**Run 1: routed metal per tile**

The die is cut into 20 by 20 equal tiles; dark purple is low, yellow is high, scaled to the fullest tile. Values are wire area over tile area, all layers added.
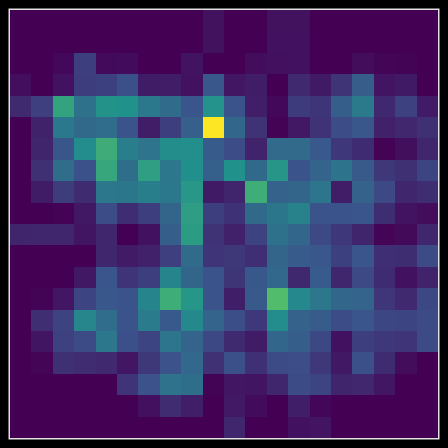
**Run 1: sequential cells grouped by signal name**

The bar under the picture is 20 um long.
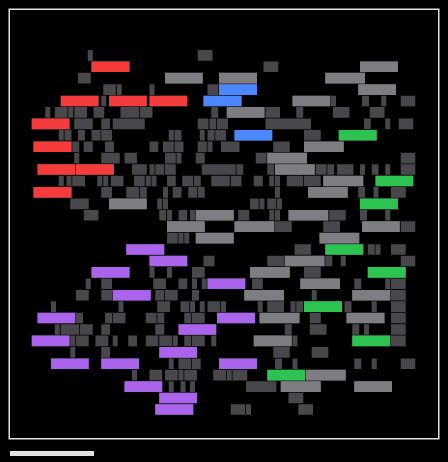
**Run 1: cell area per tile**

The bar under the picture is 20 um long. The die is cut into 10 by 10 equal tiles; dark purple is low, yellow is high, 0 to 100% covered.
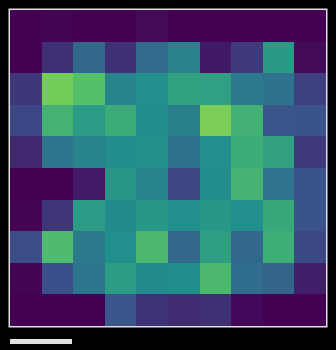
Design nes_pad_reader, sky130hd; sources not shown.
==> changes_impl.md, run 1 <==
### Physical design

- Distinct cells, synth: 39
- Largest register FFs: 16
- Placed inst area: 3330 um2
- Clk latency late pin: 0.40 ns
- Pre-CTS WS: 0.566 ns
- Internal power: 1.25 mW
- Top Layer Used: met4
- Synth warn: 0
- WL met2: 2500 um
- Register share after synthesis: 57.4%
- Crit path largest cell delay: 0.51 ns
- Top Layout Cells: dfrtp_1, nor2_1, nand2_1
- Top cell excl fill/tap: dfrtp_1
- Comb pwr share: 2.2%
- Run status: finished clean
- Measured slew at the worst slew-check pin: 0.641 ns
- Post-DP HPWL: 3760 um
- Fraction of final layout cells sized beyond drive strength 1: 18.1%
- Min cycle time layout: 2.27 ns
- Buffer-and-inverter tally for the worst setup path: 1
- Grt ovf: 0
- HP Class: flop to flop
- MaxCap Viol Count: 0
- Gate Count Post-Synth: 269
- Cell family with the largest share of critical-path delay: simple AND/OR/NAND/NOR gates
- Switching power: 0.390 mW
- Mapped cell area: 2960 um2
- Gpl congestion: 0.753
- Die Size: 10400 um2
- WHS: 0.336 ns
- Post-CTS Setup Bufs: 0
- Die width: 102 um
- PD cells: 474 nW/um2
- Root Buffer: clkbuf_4
- VDD IR-drop max: 201 uV
- F_max: 440 MHz
- Internal reg-to-reg setup slack: 0.53 ns
- Top_reg_cell synth: dfrtp_1
- Final setup fails: 0
- CTS tree: built
- Yosys reg bits: 67
- CTS Sinks: 67
- Asr flop ratio synth: 100%
- Sw Ratio: 23.7%
- Critical Path RT: 2.99 ns
- Max_slew headroom: 57.2%
- Antenna Cells: 0
- Post-synth EDFFs: 0
- YS chip area: 2960 um2
- Vias in the first global route: 1956
- Number of standard cells reported by yosys: 269
- Synthesized area per cell: 11.0 um2
- Port buffer count: 24
- Crit Path Category: flop to flop
- Drt first-iter violations: 67
- Row Count: 33
- Via-per-instance ratio: 4.85
- Unrepaired setup endpoints after global routing: no
- Sequential power share: 59.5%
- Worst hold path depth: 1
- Top Ports: 25
- CTS Hold Buffers Added: 0
- Log Warnings: 27
- CTS max path bufs: 2
- Final std cells w/o fill: 409
- # resized after CTS: 0
- Reg2Reg Depth: 7
- Crit path launch type: flop
- Clock power frac: 38.3%
- Final Cell Area: 3460 um2
- Dpl cells: 393
- Largest net degree at the start of global routing: 68
- Peak fanout along the critical path: 6
- First-pass iteration count of the detailed router: 4
- First-pass GRT wire length: 9450 um
- H-tree Lvls: 3
- Remaining DRCs: 0
- CP cell instances: ha_1, and4bb_1, nand2_2, mux2i_4, inv_2, or4_1, a21oi_1
- Total CTS buffers: 9
- Crit. path cell count: 7
- Met3 Wirelength: 269 um
- Slowest CP cell: or4_1
- Reg clk slew, reported paths: 0.11 ns
- Setup TNS: 0 ns
- Net count reported at finish: 309
- Net Count, Synth: 279
- Fin. Hold Viols: 0
- WL met1: 2620 um
- CP Capture Type: flop
- WP data arrival: 2.47 ns
- Area grow syn2layout: 17.2%
- Initial antenna violation count: 0
- Die Y-Extent: 102 um
- Final Slew Violations: 0
- Power, Total: 1.64 mW
- Antenna Nets Post-Route: 0
- LEAKAGE: 1.45 nW
- Setup ws final: 0.526 ns
- Final Cycle Share: 81.2%
## Picture notes: 'routed metal per tile'
The mean over all tiles is 0.084. The densest ninth of the die: center. The fullest tile reaches 0.51. The emptiest ninth of the die: upper right.
final wirelength: 5490 um
overall routing resource usage: 11.8%
wire per inst: 13.4 um
Vias: 1982

## Picture notes: 'sequential cells grouped by signal name'
Green is `pad2_value`, flops 8. Red is `phase_cnt_r`, flops 9, where upper left. Blue is `bit_idx_r`, flops 3. Purple is `gap_cnt_r`, flops 16.
Another 31 sequential cells are not colored.
Reg area: 1700 um2
Seq power: 0.978 mW
fin util: 42.2%

## Picture notes: 'cell area per tile'
The fullest tile reaches 80%. 19% of the tiles are nearly empty. The mean over all tiles is 32%. 2.0% of the tiles are over 75% full.
Core Footprint: 8220 um2
Initial Util: 36.0%

[run 1: cells by family (layout without fill, tap and decap cells)]
kind of cell               count (synthesis)  count (layout)  synth area share [%]
xor gates and xnor gates                  21              21                  6.22
muxes                                     17              17                  6.86
adders and majority gates                  5               5                  2.12
buffers and inverters                     13              48                  1.69
AOI/OAI and AO/OA                         26              26                  5.16
and+or+nand+nor                          120             120                  20.6
DFF                                       67              67                  57.4
[run 1: power by group through the flow]
stage	Combinational [mW]	Sequential [mW]	Clock [mW]
6_report	0.0358	0.978	0.630
5_1_grt	0.0418	0.980	0.707
2_1_floorplan	0.0183	0.995	0
3_3_place_gp	0.0372	0.996	0
3_5_place_dp	0.0376	0.996	0
4_1_cts	0.0378	0.979	0.663
[run 1: metal layers]
metal  track usage (%)  vias to the layer above
li1                  -                      991
met1              15.2                      938
met2              18.2                       41
met3              3.89                       12
met4              4.84                        0
met5                 0                        -
[run 1: cells in the mapped netlist, types with 2 or more instances]
master     n  area share, %
nand3_1   12            2.0
nor3_1     4           0.68
and4_1     4            1.2
and2_2     2           0.51
and3_1     4           0.85
inv_1      5           0.63
o31ai_1    3           0.76
o21ai_0   16            2.7
ha_1       5            2.1
clkbuf_1   6           0.76
mux2_2    14            5.3
xor2_1    15            4.4
mux2_1     2           0.76
nor2b_1    3           0.63
nand3b_1   2           0.51
nand2_1   28            3.6
nand2b_1   3           0.63
nand4_1    8            1.7
dfrtp_1   51             43
xnor2_1    6            1.8
nor2_1    39            5.0
dfstp_2   16             14
and2_1     2           0.42
nor4_1     2           0.42
a21oi_1    3           0.51
[run 1: cell type report]
class	instances	area, um2
fillers	821	4750
clock buffers	9	67.6
inverters	6	22.5
flip-flops and latches	67	1700
multi-input cells	189	1210
clock inverters	7	68.8
well taps	105	131
repair buffers	26	268
==> inputs of run 2 (changes only) <==
--- a/config.mk
+++ b/config.mk
@@ -12,7 +12,7 @@
 export CTS_CLUSTER_SIZE = 20
 export DETAILED_ROUTE_END_ITERATION = 12
 export GPL_TIMING_DRIVEN = 1
-export PLACE_DENSITY = 0.53
+export PLACE_DENSITY = 0.55
 export SETUP_SLACK_MARGIN = 0.2
 export SLEW_MARGIN = 20
 export SYNTH_ARGS = -nofsm -noshare
==> constraint.sdc (replaced) <==
create_clock -name clk -period 1.9 [get_ports clk]
set_clock_uncertainty 0.15 [all_clocks]
set_input_delay 0.38 -clock clk [delete_from_list [all_inputs] [get_ports clk]]
set_output_delay 0.38 -clock clk [all_outputs]
set_load 0.01 [all_outputs]
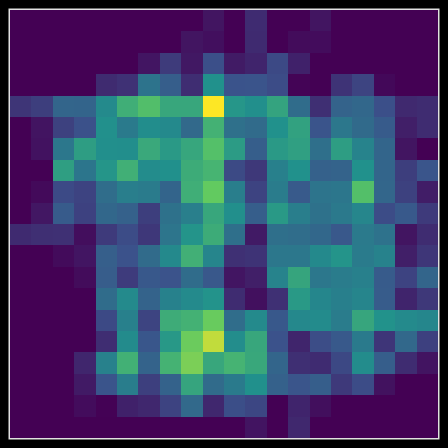
**Above:** run 2 (routed metal per tile).
The die is cut into 20 by 20 equal tiles; dark purple is low, yellow is high, scaled to the fullest tile. Values are wire area over tile area, all layers added.
The densest ninth of the die: center. The fullest tile reaches 0.44. 13% of the tiles are over half the peak. The mean over all tiles is 0.11. 28% of the tiles are nearly empty. The emptiest ninth of the die: lower left.
Vias: 2320
final wirelength: 6990 um
wire per inst: 14.8 um
overall routing resource usage: 13.9%

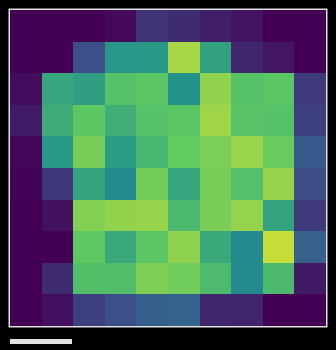
**Above:** run 2 (cell area per tile).
The bar under the picture is 20 um long. The die is cut into 10 by 10 equal tiles; dark purple is low, yellow is high, 0 to 100% covered.
The mean over all tiles is 43%. The densest ninth of the die: center. The emptiest ninth of the die: upper left. 21% of the tiles are over 75% full. 17% of the tiles are nearly empty.
fin util: 56.3%

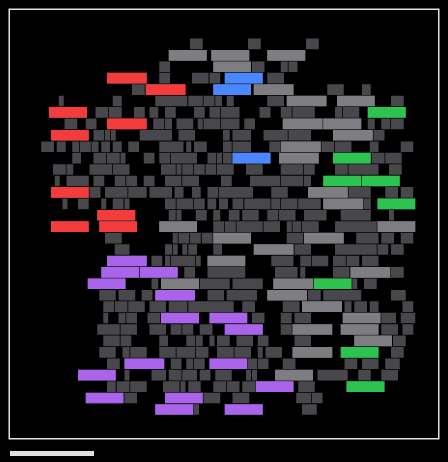
**Above:** run 2 (sequential cells grouped by signal name).
The bar under the picture is 20 um long.
Blue is `bit_idx_r`, flops 3. Purple is `gap_cnt_r`, flops 16. Green is `pad2_value`, flops 8. Red is `phase_cnt_r`, flops 9.
Another 31 sequential cells are not colored.
Reg area: 1700 um2
fraction of area in registers: 36.8%

==> run 2 against run 1 <==
Effect of this change:
- the run now ends with negative setup slack left
- clock-buffer cell count is 1 higher
- non-clock buffer count is 63 higher
- combinational power is 88% higher
- first-iteration DRC count is 31% lower
- die area stayed put
- sequential share of layout area is 12 points lower
- global-route usage is 2.1 points higher
- fmax is 11% higher
- critical endpoint is now shift2_r[7]
- largest cell class is now combinational gates
==> changes_impl.md, run 2 <==
### Physical design

- Synth warn: 0 (unchanged)
- Net Count, Synth: 279 (unchanged)
- Register share after synthesis: 57.4% (unchanged)
- Reg clk slew, reported paths: 0.12 ns (about the same)
- Setup ws final: -0.155 ns (-0.681 ns)
- Placed inst area: 3640 um2 (+9.3%)
- Die Y-Extent: 102 um (unchanged)
- Most frequent cell after synthesis: dfrtp_1
- Max_slew headroom: 72.2% (+15 points)
- Failing checks: negative setup slack
- CTS Sinks: 67 (unchanged)
- HP Class: input pin to async pin
- LEAKAGE: 2.00 nW (+37%)
- Mapped cell area: 2960 um2 (unchanged)
- Top cells by area: dfrtp_1, dfstp_2, mux2_2, nor2_1, xor2_1
- CP cell instances: inv_2, ha_2, and4bb_2, and2_4, nand3b_1, or3_4, mux2_4
- Cell taking the most area after synthesis: dfrtp_1
- Slowest CP cell: dfrtp_1
- Final setup fails: 27 (+27)
- Min cycle time layout: 2.05 ns (-0.219 ns)
- CTS Hold Buffers Added: 0 (unchanged)
- Clk latency late pin: 0.42 ns (+0.02 ns)
- WP data arrival: 2.25 ns (-0.22 ns)
- Die width: 102 um (unchanged)
- CP Capture Type: flop
- Vias in the first global route: 2316 (+18%)
- Largest net degree at the start of global routing: 21 (-69%)
- Power, Total: 2.43 mW (+48%)
- Remaining DRCs: 0 (unchanged)
- Top Layout Cells: buf_4, dfrtp_1, nor2_4
- First-pass GRT wire length: 11100 um (+17%)
- YS chip area: 2960 um2 (unchanged)
- MaxCap Viol Count: 0 (unchanged)
- Measured slew at the worst slew-check pin: 0.417 ns (-0.224 ns)
- Gpl congestion: 0.801 (+6.3%)
- Fillers: 716 (-13%)
- Reg2Reg Depth: 7 (unchanged)
- F_max: 487 MHz (+11%)
- First-pass iteration count of the detailed router: 4 (unchanged)
- Log Warnings: 30 (+11%)
- Drt first-iter violations: 46 (-31%)
- Distinct cells, synth: 39 (unchanged)
- Final std cells w/o fill: 473 (+16%)
- Crit path largest cell delay: 0.40 ns (-0.11 ns)
- Core Footprint: 8220 um2 (unchanged)
- Post-synth EDFFs: 0 (unchanged)
- Antenna Cells: 0 (unchanged)
- Yosys reg bits: 67 (unchanged)
- Root Buffer: clkbuf_4
- Crit path launch type: flop
- Unrepaired setup endpoints after global routing: yes
- PD cells: 524 nW/um2 (+11%)
- Initial antenna violation count: 0 (unchanged)
- H-tree Lvls: 3 (unchanged)
- Critical Path RT: 2.10 ns (-0.89 ns)
- Via-per-instance ratio: 4.90 (+1.2%)
- VDD IR-drop max: 292 uV (+45%)
- Run status: finished, violations left
- Top cell excl fill/tap: buf_4
- Crit. path cell count: 7 (unchanged)
- WHS: 0.142 ns (-0.193 ns)
[run 2: cell counts after synthesis]
Identical to the previous run, type by type.
[run 2: cell families (layout without fill, tap and decap cells)]
| group | count (synthesis) | count (layout) | synth area share, % |
|---|---|---|---|
| AOI/OAI and AO/OA | 26 | 27 | 5.16 |
| adders and majority gates | 5 | 5 | 2.12 |
| xor gates and xnor gates | 21 | 21 | 6.22 |
| and+or+nand+nor | 120 | 120 | 20.6 |
| buffers and inverters | 13 | 111 | 1.69 |
| DFF | 67 | 67 | 57.4 |
| muxes | 17 | 17 | 6.86 |
[run 2: power by group]
group / leakage [nW] / switching, mW / total [mW] / internal, mW
clock: 0.0736 / 0.512 / 0.916 / 0.405
sequential: 0.844 / 0.00438 / 1.44 / 1.44
combinational: 1.08 / 0.0395 / 0.0673 / 0.0277
total: 2.00 / 0.555 / 2.43 / 1.87
[run 2: final cells by class]
| class | instances | share of cell area [%] |
|---|---|---|
| clock buffer | 10 | 1.62 |
| clock inverter | 6 | 1.22 |
| inverter | 6 | 0.568 |
| multi-input combinational | 190 | 37.5 |
| sequential | 67 | 36.8 |
| tap | 105 | 2.84 |
| timing repair buffer | 89 | 19.4 |
[run 2: what timing repair did]
action	CTS	global route
setup buffers	11	16
pin swaps	26	38
endpoints found under the setup margin	74	71
gates cloned	4	1
gates resized	103	84
[run 2: layer usage]
layer	wire length [um]	GRT usage [%]
met5	0	0
met4	109	5.45
met3	294	3.82
met2	3630	24.1
met1	2960	16.3
Power is estimated from default activity; no workload was simulated.
